**src/rtl/status_flag_unit.sv**
```systemverilog
// Two-stage {N,Z,C,V} status unit: capture register feeding a status register.
// Optional FLAG_BYPASS_EN exposes the value status_r takes at the next edge on status_next.
module status_flag_unit (
  input  logic        clk,
  input  logic        rst_n,
  input  logic        in_valid,
  input  logic        s_bit,
  input  logic [3:0]  exe_cmd,
  input  logic [31:0] val1,
  input  logic [31:0] val2,
  input  logic        freeze,
  input  logic        flush,
  output logic [3:0]  status_r,
  output logic        pending,
  output logic [3:0]  status_next
);

  localparam logic [3:0] CMD_MOV = 4'b0001, CMD_MVN = 4'b1001, CMD_ADD = 4'b0010,
                         CMD_ADC = 4'b0011, CMD_SUB = 4'b0100, CMD_SBC = 4'b0101,
                         CMD_AND = 4'b0110, CMD_ORR = 4'b0111, CMD_EOR = 4'b1000;

  typedef struct packed {
    logic        vld;
    logic [3:0]  cmd;
    logic [31:0] a;
    logic [31:0] b;
  } cap_t;

  cap_t       cap_q, cap_d;
  logic [3:0] status_q, status_d;
  logic [3:0] flags;
  logic       cmd_ok, do_cap, do_wr;

  always_comb begin
    cmd_ok = 1'b0;
    case (exe_cmd)
      CMD_MOV, CMD_MVN, CMD_ADD, CMD_ADC, CMD_SUB,
      CMD_SBC, CMD_AND, CMD_ORR, CMD_EOR: cmd_ok = 1'b1;
      default:                            cmd_ok = 1'b0;
    endcase
  end

  assign do_cap = in_valid & s_bit & cmd_ok & ~freeze & ~flush;
  assign do_wr  = cap_q.vld & ~freeze & ~flush;

  // Subtraction is a + ~b + cin, so carry-out is the ARM "no borrow" C and one
  // overflow rule (equal operand signs, result sign flips) covers both directions.
  logic [32:0] sum;
  logic [31:0] opb, res;
  logic        cin, arith, ovf;

  always_comb begin
    arith = 1'b0;
    opb   = cap_q.b;
    cin   = 1'b0;
    res   = '0;
    flags = status_q;
    case (cap_q.cmd)
      CMD_ADD: begin arith = 1'b1; end
      CMD_ADC: begin arith = 1'b1; cin = status_q[1]; end
      CMD_SUB: begin arith = 1'b1; opb = ~cap_q.b; cin = 1'b1; end
      CMD_SBC: begin arith = 1'b1; opb = ~cap_q.b; cin = status_q[1]; end
      default: ;
    endcase
    sum = {1'b0, cap_q.a} + {1'b0, opb} + {32'b0, cin};
    ovf = (cap_q.a[31] == opb[31]) && (sum[31] != cap_q.a[31]);
    case (cap_q.cmd)
      CMD_ADD, CMD_ADC, CMD_SUB, CMD_SBC: res = sum[31:0];
      CMD_AND: res = cap_q.a & cap_q.b;
      CMD_ORR: res = cap_q.a | cap_q.b;
      CMD_EOR: res = cap_q.a ^ cap_q.b;
      CMD_MOV: res = cap_q.b;
      CMD_MVN: res = ~cap_q.b;
      default: res = '0;
    endcase
    if (arith) flags = {res[31], res == 32'd0, sum[32], ovf};
    else if (cap_q.cmd inside {CMD_AND, CMD_ORR, CMD_EOR, CMD_MOV, CMD_MVN})
      flags = {res[31], res == 32'd0, status_q[1:0]};
  end

  always_comb begin
    cap_d    = cap_q;
    status_d = status_q;
    if (do_wr) status_d = flags;
    if (flush)       cap_d.vld = 1'b0;
    else if (!freeze) begin
      cap_d.vld = do_cap;
      if (do_cap) begin
        cap_d.cmd = exe_cmd;
        cap_d.a   = val1;
        cap_d.b   = val2;
      end
    end
  end

  always_ff @(posedge clk or negedge rst_n) begin
    if (!rst_n) begin
      cap_q    <= '0;
      status_q <= 4'b0000;
    end else begin
      cap_q    <= cap_d;
      status_q <= status_d;
    end
  end

  assign status_r = status_q;
  assign pending  = cap_q.vld;

`ifdef FLAG_BYPASS_EN
  assign status_next = status_d;
`else
  assign status_next = status_q;
`endif

endmodule

```
**config.mk**
```make
export PLATFORM = sky130hd
export DESIGN_NAME = status_flag_unit
export DESIGN_NICKNAME = d
export VERILOG_FILES = /design/src/rtl/status_flag_unit.sv
export SDC_FILE = /design/constraint.sdc
export NUM_CORES = 1
export LEC_CHECK = 0
export CAP_MARGIN = 20
export CORE_MARGIN = 3
export CORE_UTILIZATION = 40
export CTS_CLUSTER_DIAMETER = 150
export DETAILED_ROUTE_END_ITERATION = 8
export PLACE_DENSITY = 0.69
export SLEW_MARGIN = 40
export SYNTH_ARGS = -nofsm -noshare
export SYNTH_HDL_FRONTEND = slang
export SYNTH_SLANG_ARGS = --single-unit
```
**constraint.sdc**
```tcl
create_clock -name clk -period 9.09 [get_ports clk]
set_input_delay 0.909 -clock clk [delete_from_list [all_inputs] [get_ports clk]]
set_output_delay 0.909 -clock clk [all_outputs]
set_load 0.01 [all_outputs]
```
### Routed clock nets over the placement

Scale bar: 50 µm.
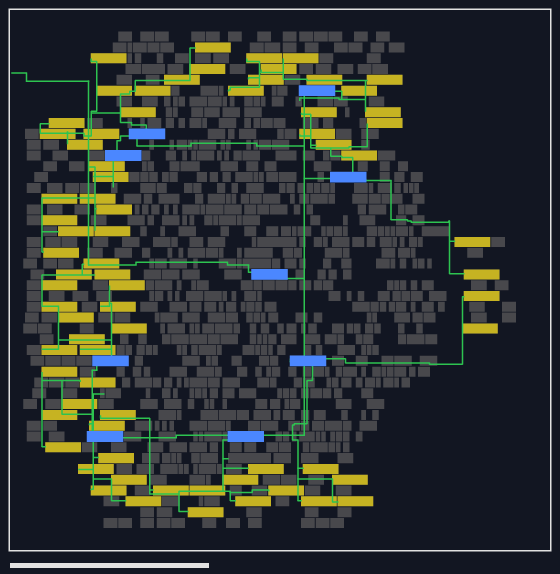
[blue] cells driving clock nets | count: 9
[green] clock wires | length: 1120 µm
[yellow] flip-flops | count: 73
routed clock nets: 10
clock power share: 15.2%
clk pwr: 0.352 mW

### The clock network

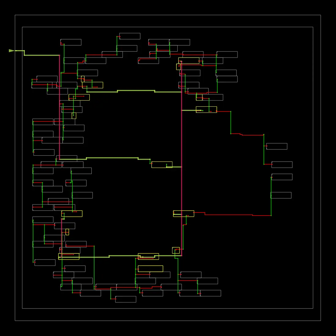
cts bufs inserted: 9
sequential cell count: 73

==> results.txt <==
Implementation summary

Per the log, the first TritonRoute iteration ended with a DRC count of 431. The power drawn by the combinational cells is 1.41 mW. The part of the power in registers is 23.7%.

The layout has 11 clock buffers. The core occupancy in the finished layout is 49.5%. TritonCTS built the clock tree. In this run the full chip footprint comes out at 18500 µm².

Non-clock buffers make up 10.9% of the layout cell area. According to the timing report, the data required time at the worst endpoint equals 9.35 ns. The number of primary I/O pins is 83. The worst reg2reg path endpoint is status_next[2].

After routing, the total negative slack on setup checks comes to 0 ns. In this run the worst setup path begins at cap_q[64]. Per STA, the worst path accumulates the most delay in the family simple AND/OR/NAND/NOR gates. The synthesis report gives the async set-or-reset register share as 100%.

Summing the sequential cell areas from Yosys gives 27.1% of the chip area. The number of antenna violations at the first check in global routing is 0. The capture point of the worst path is status_next[2]. The placement report lists the number of port buffers as 82. The maximum level of the CTS H-tree is 3. The vertical extent of the die is 136 µm. The number of synthesized register bits is 73.

The number of core rows is 46. For this run, the top clock speed supported by timing is 0.208 GHz. The proportion of power drawn by combinational gates is 61.0%.

The placement summary gives the final routability congestion estimate as 0.963. The number of global-route vias before repair is 5616. The synthesis-to-finish area growth is 18.6%.

Once the floorplan was initialized, standard cells occupied 41.7% of the core. The chip area line in the Yosys stat output reads 6750 µm². After global routing the overflow that remains totals 0. The number of nets still failing antenna checks after routing is 0. The critical path class is reg2reg. The number of cell instances after yosys synthesis is 724. The synthesized netlist devotes 6.36% of its cell area to XOR and XNOR gates.

The final-layout clock-cell area share is 3.61%. The worst path meets setup with 4.28 ns of slack. The maximum number of pins on one net before global-route repair is 74. In the final layout, the share of cells above drive strength 1 is 14.8%. The final tally of max-slew violations is 0. Summed over all sequential cells, the power is 0.549 mW. The flow inserted 216 tap cells.

The busiest layer in global routing is met2. The sequential cell area is 1830 µm². For this run, the script counts the antenna cells in the layout as 0.

The finished layout cell area is 8010 µm². The flow ran to the end, and the final reports show no timing, DRC or antenna violations. The synthesized instance count is 724. In the final layout, excluding clock inverters the inverter count is 74. The count of buffers added by post-CTS timing repair for setup is 0. TritonRoute reported its final design rule violation total as 0. In this run, post-CTS repair resized a total of 0 instances. The global routing met3 resource utilization is 3.63%.

The register share of the cell area is 22.8%. For the worst setup path, the data arrival time is 5.07 ns. The synthesis report lists the Yosys warning total as 0. Setup repair after global routing left no endpoint under its margin. The power density of the placed cells is 289 nW/µm². The script extracted a total leakage power of 3.48 nW.

According to the floorplan report, the placeable core area is 16200 µm². The timing report gives the worst reg2reg path a setup slack of 4.28 ns. Buffers inserted to repair hold after CTS numbered 0. The pre-antenna-repair detailed-routing pass consisted of 5 iterations. The smallest clock period supported by the final layout is computed as 4.81 ns. The report gives the cell count of the worst hold path as 2. The worst setup path is captured at a register. The first global-routing pass estimated 29700 µm of wire.

After Yosys synthesis, full adders, half adders and majority gates account for 18.2% of the synthesized area. The register name with the most flops is cap_q. Among all cell classes, the greatest summed area belongs to logic gates. The number of nets in the finished design is 956. After synthesis the cells add up to 6750 µm². The report puts the cell count of the worst reg-to-reg path at 17. The most used flip-flop cell after synthesis is dfrtp_1. The power report lists cell-internal power as 1.23 mW.
### Gate-type map

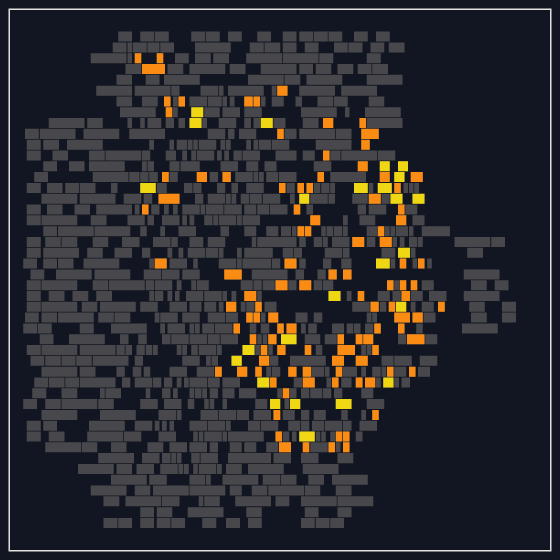
| color | family | cells | most used |
|---|---|---|---|
| orange | inverting AOI/OAI gates | 105 | a21oi_1 |
| yellow | AND-OR and OR-AND gates | 25 | a21o_1 |
Cell Count, Final, Fillers Out: 1006
combinational share of cell area: 55.8%
leading cell type in the layout, fill and taps excluded: ha_1

### Routed metal, one color a layer

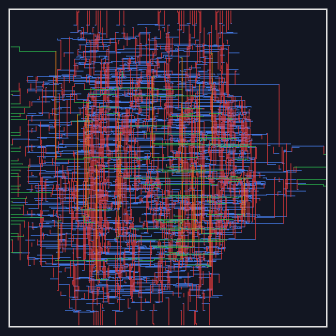
| color | layer | wire length |
|---|---|---|
| green | met3 | 1140 µm |
| red | met2 | 8380 µm |
| orange | met4 | 648 µm |
| blue | met1 | 8360 µm |
total vias in the final route: 5704
Total Routed Length: 18500 µm
GRT Resource Usage Total: 20.6%
Routed WL per cell: 18.4 µm

No activity file was given, so power comes from the tool's default toggle rates.
